===== src/rtl/exec_wb.sv =====
// -----------------------------------------------------------------------------
// exec_wb : execute / write-back stage sitting directly after the register file.
//
// Takes the two read operands (a, b) and the accumulator (acc). Drives the
// register-file write port (wr_en / wr_addr / wr_data) and keeps the carry and
// zero flags that the branch logic uses.
//   - ADD, SUB, AND, XOR, SHL, SHR, MOVACC run in a single cycle: one write
//     in the WB state.
//   - MUL is an unsigned shift-add multiply that retires one multiplier bit
//     per cycle (W cycles in total). It writes the low product byte to dst
//     (WB_LO) and then the high byte to the accumulator index (WB_HI).
//
// Ports
//   clk      in   system clock, every state update happens on posedge
//   reset    in   synchronous active-high reset
//   start    in   issue pulse; it is only looked at in IDLE
//   op       in   3-bit opcode (000 ADD .. 110 MUL, 111 MOVACC)
//   dst      in   destination register index
//   a, b     in   register-file read operands
//   acc      in   accumulator read value
//   busy     out  high whenever the FSM is not in IDLE
//   done     out  one-cycle pulse on the final write-back of an op
//   wr_en    out  register-file write enable
//   wr_addr  out  register-file write address (holds its value between writes)
//   wr_data  out  register-file write data (holds its value between writes)
//   carry    out  carry flag, updated only on the cycle where done=1
//   zero     out  zero flag, updated only on the cycle where done=1
// Every output comes straight from a flop.
// -----------------------------------------------------------------------------
module exec_wb #(
  parameter int W        = 8,
  parameter int AW       = 4,
  parameter int ACC_ADDR = 8
) (
  input  logic          clk,
  input  logic          reset,
  input  logic          start,
  input  logic [2:0]    op,
  input  logic [AW-1:0] dst,
  input  logic [W-1:0]  a,
  input  logic [W-1:0]  b,
  input  logic [W-1:0]  acc,
  output logic          busy,
  output logic          done,
  output logic          wr_en,
  output logic [AW-1:0] wr_addr,
  output logic [W-1:0]  wr_data,
  output logic          carry,
  output logic          zero
);

  localparam int CW = $clog2(W + 1);
  localparam logic [AW-1:0] ACC_IDX = AW'(ACC_ADDR);

  localparam logic [2:0] OP_ADD    = 3'b000;
  localparam logic [2:0] OP_SUB    = 3'b001;
  localparam logic [2:0] OP_AND    = 3'b010;
  localparam logic [2:0] OP_XOR    = 3'b011;
  localparam logic [2:0] OP_SHL    = 3'b100;
  localparam logic [2:0] OP_SHR    = 3'b101;
  localparam logic [2:0] OP_MUL    = 3'b110;
  localparam logic [2:0] OP_MOVACC = 3'b111;

  typedef enum logic [2:0] {
    S_IDLE  = 3'd0,
    S_WB    = 3'd1,
    S_MUL   = 3'd2,
    S_WB_LO = 3'd3,
    S_WB_HI = 3'd4
  } state_t;

  state_t          state_r, state_n;
  logic            busy_r, busy_n;
  logic            done_r, done_n;
  logic            wr_en_r, wr_en_n;
  logic [AW-1:0]   wr_addr_r, wr_addr_n;
  logic [W-1:0]    wr_data_r, wr_data_n;
  logic            carry_r, carry_n;
  logic            zero_r, zero_n;

  // Operands latched at issue for the multi-cycle multiply.
  logic [AW-1:0]   dst_r, dst_n;
  logic [W-1:0]    a_r, a_n;
  logic [W-1:0]    b_r, b_n;
  logic [2*W-1:0]  prod_r, prod_n;
  logic [CW-1:0]   cnt_r, cnt_n;

  logic [W:0]      add_s;
  logic [W:0]      sub_s;
  logic [W-1:0]    alu_res_s;
  logic            alu_c_s;
  logic [W:0]      mul_sum_s;
  logic [2*W-1:0]  mul_step_s;

  // Bit W of the subtract is the borrow out, which is set exactly when a < b (unsigned).
  assign add_s = {1'b0, a} + {1'b0, b};
  assign sub_s = {1'b0, a} - {1'b0, b};

  // One shift-add step. Add the multiplicand into the upper half when the
  // current multiplier LSB is set, then shift the whole product right by one.
  // The carry out of the add becomes the new top bit.
  assign mul_sum_s  = {1'b0, prod_r[2*W-1:W]} + (b_r[0] ? {1'b0, a_r} : {(W+1){1'b0}});
  assign mul_step_s = {mul_sum_s, prod_r[W-1:1]};

  // Single-cycle ALU result and carry, computed from the operands on the issue cycle.
  always_comb begin
    alu_res_s = {W{1'b0}};
    alu_c_s   = carry_r;
    case (op)
      OP_ADD:    begin alu_res_s = add_s[W-1:0];     alu_c_s = add_s[W];  end
      OP_SUB:    begin alu_res_s = sub_s[W-1:0];     alu_c_s = sub_s[W];  end
      OP_AND:    begin alu_res_s = a & b;            alu_c_s = 1'b0;      end
      OP_XOR:    begin alu_res_s = a ^ b;            alu_c_s = 1'b0;      end
      OP_SHL:    begin alu_res_s = {a[W-2:0], 1'b0}; alu_c_s = a[W-1];    end
      OP_SHR:    begin alu_res_s = {1'b0, a[W-1:1]}; alu_c_s = a[0];      end
      OP_MOVACC: begin alu_res_s = acc;              alu_c_s = carry_r;   end
      default:   begin alu_res_s = {W{1'b0}};        alu_c_s = carry_r;   end
    endcase
  end

  // Next-state and next-output logic. Every output is computed here one cycle
  // early and then registered, so the values are seen in the cycle after the
  // deciding edge.
  always_comb begin
    state_n   = state_r;
    done_n    = 1'b0;
    wr_en_n   = 1'b0;
    wr_addr_n = wr_addr_r;
    wr_data_n = wr_data_r;
    carry_n   = carry_r;
    zero_n    = zero_r;
    dst_n     = dst_r;
    a_n       = a_r;
    b_n       = b_r;
    prod_n    = prod_r;
    cnt_n     = cnt_r;

    case (state_r)
      S_IDLE: begin
        if (start) begin
          dst_n = dst;
          a_n   = a;
          b_n   = b;
          if (op == OP_MUL) begin
            prod_n  = {(2*W){1'b0}};
            cnt_n   = CW'(W);
            state_n = S_MUL;
          end else begin
            // ALU ops are resolved right away; the WB cycle shows the result.
            state_n   = S_WB;
            wr_en_n   = 1'b1;
            wr_addr_n = dst;
            wr_data_n = alu_res_s;
            done_n    = 1'b1;
            carry_n   = alu_c_s;
            zero_n    = (alu_res_s == {W{1'b0}});
          end
        end else begin
          state_n = S_IDLE;
        end
      end

      S_WB: begin
        state_n = S_IDLE;
      end

      S_MUL: begin
        prod_n = mul_step_s;
        b_n    = {1'b0, b_r[W-1:1]};
        cnt_n  = cnt_r - CW'(1);
        if (cnt_r == CW'(1)) begin
          // Last iteration: take the low byte from the freshly stepped product.
          state_n   = S_WB_LO;
          wr_en_n   = 1'b1;
          wr_addr_n = dst_r;
          wr_data_n = mul_step_s[W-1:0];
        end else begin
          state_n = S_MUL;
        end
      end

      S_WB_LO: begin
        state_n   = S_WB_HI;
        wr_en_n   = 1'b1;
        wr_addr_n = ACC_IDX;
        wr_data_n = prod_r[2*W-1:W];
        done_n    = 1'b1;
        carry_n   = (prod_r[2*W-1:W] != {W{1'b0}});
        zero_n    = (prod_r == {(2*W){1'b0}});
      end

      S_WB_HI: begin
        state_n = S_IDLE;
      end

      default: begin
        state_n = S_IDLE;
      end
    endcase

    busy_n = (state_n != S_IDLE);
  end

  // State, datapath and output registers, with synchronous reset.
  always_ff @(posedge clk) begin
    if (reset) begin
      state_r   <= S_IDLE;
      busy_r    <= 1'b0;
      done_r    <= 1'b0;
      wr_en_r   <= 1'b0;
      wr_addr_r <= {AW{1'b0}};
      wr_data_r <= {W{1'b0}};
      carry_r   <= 1'b0;
      zero_r    <= 1'b0;
      dst_r     <= {AW{1'b0}};
      a_r       <= {W{1'b0}};
      b_r       <= {W{1'b0}};
      prod_r    <= {(2*W){1'b0}};
      cnt_r     <= {CW{1'b0}};
    end else begin
      state_r   <= state_n;
      busy_r    <= busy_n;
      done_r    <= done_n;
      wr_en_r   <= wr_en_n;
      wr_addr_r <= wr_addr_n;
      wr_data_r <= wr_data_n;
      carry_r   <= carry_n;
      zero_r    <= zero_n;
      dst_r     <= dst_n;
      a_r       <= a_n;
      b_r       <= b_n;
      prod_r    <= prod_n;
      cnt_r     <= cnt_n;
    end
  end

  assign busy    = busy_r;
  assign done    = done_r;
  assign wr_en   = wr_en_r;
  assign wr_addr = wr_addr_r;
  assign wr_data = wr_data_r;
  assign carry   = carry_r;
  assign zero    = zero_r;

endmodule

===== config.mk =====
export PLATFORM = sky130hd
export DESIGN_NAME = exec_wb
export DESIGN_NICKNAME = d
export VERILOG_FILES = /design/src/rtl/exec_wb.sv
export SDC_FILE = /design/constraint.sdc
export NUM_CORES = 1
export LEC_CHECK = 0
export CORE_AREA = 10 10 102 104
export CTS_CLUSTER_DIAMETER = 40
export CTS_CLUSTER_SIZE = 10
export DETAILED_ROUTE_END_ITERATION = 8
export DIE_AREA = 0 0 112 114
export PLACE_DENSITY = 0.75
export SLEW_MARGIN = 20
export SYNTH_ARGS = -nofsm -noshare
export SYNTH_HDL_FRONTEND = slang
export SYNTH_SLANG_ARGS = --single-unit

===== constraint.sdc =====
create_clock -name clk -period 2.3 [get_ports clk]
set_input_delay 0.23 -clock clk [delete_from_list [all_inputs] [get_ports clk]]
set_output_delay 0.23 -clock clk [all_outputs]
set_load 0.02 [all_outputs]

run_1/pins.png
Scale: 4 px per um. Pins as bars across the die edge, other pins in gray.
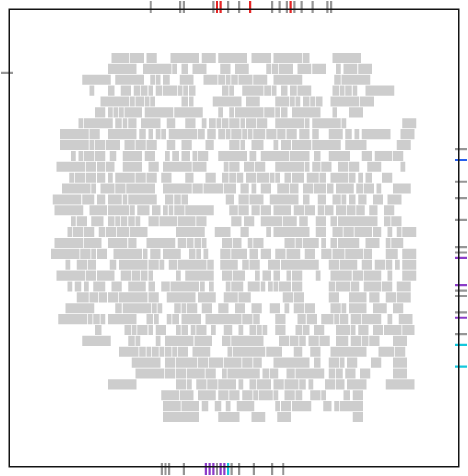
[op] cyan | pins: 3 | direction: input | edge: 2 right, 1 bottom
[wr_en] blue | pins: 1 | direction: output | edge: right
[wr_addr] red | pins: 4 | direction: output | edge: top
[b] purple | pins: 8 | direction: input | edge: 5 bottom, 3 right
all pins by edge: 18 top, 16 bottom, 16 right, 1 left

run_1/final_congestion.png
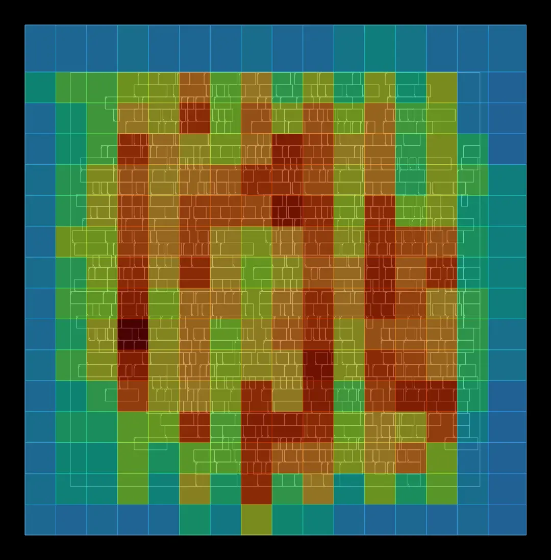
M2 GR Usage: 0.3477
Wirelength per Cell: 17.96 um
gr usage total: 0.2097
global route hottest layer: met2
met3 GRT Util: 0.03937

run_1/zoom.png
Region (44, 22) to (69, 47) um. Cells in gray, sequential cells in the stronger gray; small squares are vias.
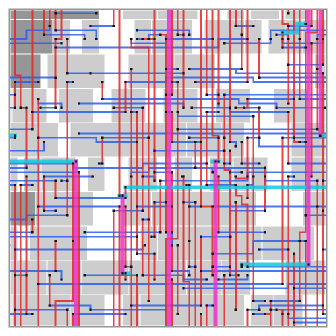
[met3] cyan
[met1] blue
[met2] red
[met4] magenta
most frequent: buf_4 (9), nand2_1 (5)
cells with their middle in the window: 52
sequential cells in the window: 0

==> results.cfg, run 1 <==
; physical design summary
[power_and_ir_drop]
p_sw_uw = 911.5
finalPower_mw = 2.876
leakage_nw = 2.395
p_seq_frac = 0.388
pg_clk_uw = 859

[clock_tree]
cts_max_level = 3
cts_resized = 15
cts-root-buf = clkbuf_8

[route]
num_vias = 4442
drc = 0
wl_met2_mm = 6.701

[yosys]
yosysMostFrequentCell = dfxtp_1
ys_sh_aoi = 0.2469
xor_share = 0.01680
synth-adder-area-share = 0.09541
synth-seq-cells = 60
synth_cell_types = 66
synthTopCellsByCount = dfxtp_1, nand2_1, nor2_1, a21oi_1, a22oi_1
yosysTopAreaCell = dfxtp_1
yosysTopAreaCellShare = 0.2880
synthCells = 533

[finish]
finalNonFillerCells = 765
seq_share = 0.2092
comb_cells = 416
bufAreaShareNonClock = 0.2114
nFillCells = 717
final_cell_mix = buf_4, dfxtp_1, nand2_1, nor2_1, a21oi_1
drive_gt1_frac = 0.2466
comb_share = 0.5100
clock_area_frac = 0.03073

[worst_setup_path]
critPathCapture = zero
r2r_end = prod_r[13]
cp.depth = 10
cp_top_family = buffers and inverters
cp-end-kind = flip-flop
path_cells = clkdlybuf4s50_1 > buf_4 > ha_1 > buf_4 > a221oi_2 > o211a_1 > mux2i_1 > a21oi_2 > nand3b_1 > o31ai_1

[timing]
final.period_utilization = 0.9768
period_minus_slack_ps = 2247
fin_skew_ps = 7.302
setup_viol = 0

[run_status]
status = completed

[run]
maxCapViolations = 0
tool_warnings = 36

[placement]
io_buffer_count = 50
==> run 2: changes to the inputs <==
SKIP_LAST_GASP = 1   (was not set)
run_2/pins.png
Scale: 4 px per um. Pins as bars across the die edge, other pins in gray.
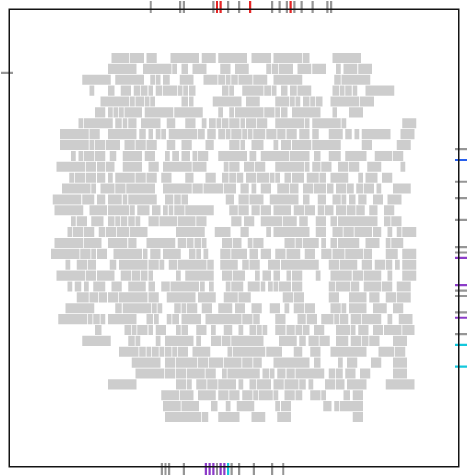
[wr_addr] red | pins: 4 | direction: output | edge: top
[op] cyan | pins: 3 | direction: input | edge: 2 right, 1 bottom
[wr_en] blue | pins: 1 | direction: output | edge: right
[b] purple | pins: 8 | direction: input | edge: 5 bottom, 3 right

run_2/registers.png
Scale: 2 px per um.
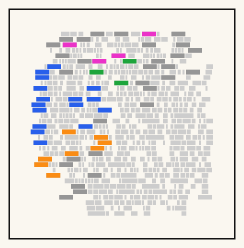
[prod_r] blue | sequential cells: 16 | where: middle left
[dst_r] magenta | sequential cells: 4 | where: top center
[a_r] orange | sequential cells: 8
[state_r] green | sequential cells: 3
not colored: 29

==> results.cfg, run 2 <==
; physical design summary
[finish]
nFillCells = 719
seq_share = 0.2101
final_cell_mix = buf_4, dfxtp_1, nand2_1, nor2_1, a21oi_1
finalNonFillerCells = 764
bufAreaShareNonClock = 0.2105
fin_area_mm2 = 0.005718
comb_cells = 416
comb_share = 0.5098
num-nonclk-buffers = 142
drive_gt1_frac = 0.2424
clock_area_frac = 0.03085
regMostFlops = prod_r
utilization = 0.6754

[worst_setup_path]
cp-end-kind = flip-flop
crit_start = a[4]
r2r_end = prod_r[13]
critPathBufInv = 2
path_cells = clkdlybuf4s50_1 > ha_4 > buf_4 > nor4_2 > nand2_1 > o211a_1 > mux2i_1 > a21oi_2 > a211o_1 > a21oi_1
path_max_fanout = 3
cp.depth = 10
critPathCapture = wr_data[5]
cp_top_family = AND-OR/OR-AND gates
crit_slowest_cell = clkdlybuf4s50_1

[yosys]
ys_sh_aoi = 0.2469
syn_area_per_cell_um2 = 7.824
yosysMostFrequentCell = dfxtp_1
synth-adder-area-share = 0.09541
synth-seq-cells = 60
yosysWarningCount = 0
yosysTopAreaCellShare = 0.2880
logic_family = simple AND/OR/NAND/NOR gates
synthCells = 533
yosysTopAreaCell = dfxtp_1
synthTopCellsByCount = dfxtp_1, nand2_1, nor2_1, a21oi_1, a22oi_1
xor_share = 0.01680
synth_cell_types = 66

[die]
nWellTaps = 108
core-area_mm2 = 0.008466
io_pins = 51

[run]
maxCapViolations = 0
tool_warnings = 37

[clock_tree]
cts_sinks = 60
cts_resized = 14
clk_pin_slew_ps = 70
cts_hold_buf = 0
cts_max_level = 3
cts-root-buf = clkbuf_8

[route]
wirelength_mm = 13.68
wl_met2_mm = 6.603
met1_length_mm = 5.779
drc = 0
post_drt_via_cell_ratio = 5.809
drt-wirelength-per-cell_um = 17.91
num_vias = 4438

[power_and_ir_drop]
p_seq_frac = 0.390
switching_share = 0.3161
combPwrFrac = 0.311
power_leader = registers
vdd_ir_drop_max_mv = 0.4595
finalPower_mw = 2.864
leakage_nw = 2.376
p_sw_uw = 905.3
pg_clk_uw = 858

[placement]
postPlaceCellArea_mm2 = 0.005319
io_buffer_count = 50

[run_status]
status = completed

[worst_hold_path]
worstHoldEndpoint = wr_data[3]
min_path_type = input pin to flip-flop
hold_start = reset
worstHoldPathCells = 2

[global_routing]
grt_use_met2 = 0.3489
track_usage = 0.2100
globalRouteOverflowTotal = 0
grtUsageMet3 = 0.03937
gr-max-usage-layer = met2

[timing]
period_minus_slack_ps = 2229
fin_skew_ps = 9.783
setup_viol = 0
slew_viol_final = 0
max_freq_ghz = 0.4486
final.period_utilization = 0.9693
==> run 3: changes to the inputs <==
CAP_MARGIN = 25   (was not set)
run_3/registers.png
Scale: 2 px per um.
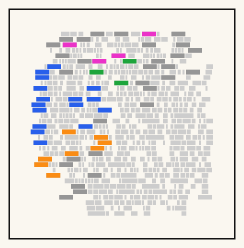
[state_r] green | sequential cells: 3
[prod_r] blue | sequential cells: 16 | where: middle left
[a_r] orange | sequential cells: 8
[dst_r] magenta | sequential cells: 4 | where: top center
not colored: 29

run_3/pins.png
Scale: 4 px per um. Pins as bars across the die edge, other pins in gray.
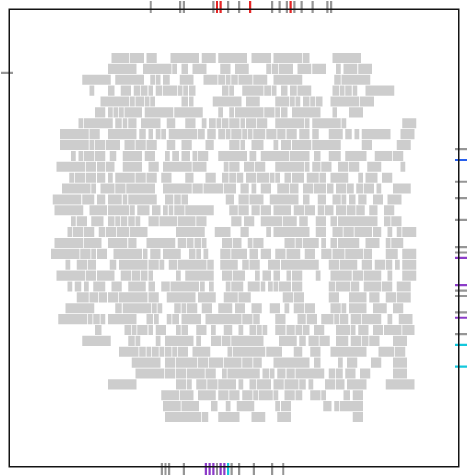
[wr_en] blue | pins: 1 | direction: output | edge: right
[b] purple | pins: 8 | direction: input | edge: 5 bottom, 3 right
[wr_addr] red | pins: 4 | direction: output | edge: top
[op] cyan | pins: 3 | direction: input | edge: 2 right, 1 bottom
all pins by edge: 18 top, 16 bottom, 16 right, 1 left

==> results.cfg, run 3 <==
; physical design summary
[yosys]
yosysWarningCount = 0
synth_cell_types = 66
yosysTopAreaCellShare = 0.2880
xor_share = 0.01680
yosysMostFrequentCell = dfxtp_1
synth-adder-area-share = 0.09541
yosysTopAreaCell = dfxtp_1
synthTopCellsByCount = dfxtp_1, nand2_1, nor2_1, a21oi_1, a22oi_1
synthCells = 533

[power_and_ir_drop]
switching_share = 0.3161
leakage_nw = 2.376
p_sw_uw = 905.3
pg_clk_uw = 858
p_seq_frac = 0.390
vdd_ir_drop_max_mv = 0.4595
power_leader = registers

[placement]
postPlaceCellArea_mm2 = 0.005319
io_buffer_count = 50

[worst_setup_path]
cp_top_family = AND-OR/OR-AND gates
crit_start = a[4]
cp-end-kind = flip-flop
crit_slowest_cell = clkdlybuf4s50_1
cp.depth = 10
r2r_end = prod_r[13]
critPathBufInv = 2

[finish]
nFillCells = 719
regMostFlops = prod_r
utilization = 0.6754
comb_cells = 416
finalNonFillerCells = 764
seq_share = 0.2101
drive_gt1_frac = 0.2424
clock_area_frac = 0.03085
final_cell_mix = buf_4, dfxtp_1, nand2_1, nor2_1, a21oi_1
num-nonclk-buffers = 142
fin_area_mm2 = 0.005718
comb_share = 0.5098

[die]
nWellTaps = 108
core-area_mm2 = 0.008466

[route]
wl_met2_mm = 6.603
met1_length_mm = 5.779
drt-wirelength-per-cell_um = 17.91
post_drt_via_cell_ratio = 5.809
wirelength_mm = 13.68

[timing]
slew_viol_final = 0
fin_skew_ps = 9.783
final.period_utilization = 0.9693
period_minus_slack_ps = 2229
setup_viol = 0

[global_routing]
track_usage = 0.2100
globalRouteOverflowTotal = 0
gr-max-usage-layer = met2

[run]
maxCapViolations = 0
tool_warnings = 37

[clock_tree]
cts_resized = 14
cts_sinks = 60
cts_hold_buf = 0
cts_max_level = 3

[worst_hold_path]
hold_start = reset
min_path_type = input pin to flip-flop
worstHoldPathCells = 2
worstHoldEndpoint = wr_data[3]

[run_status]
status = completed
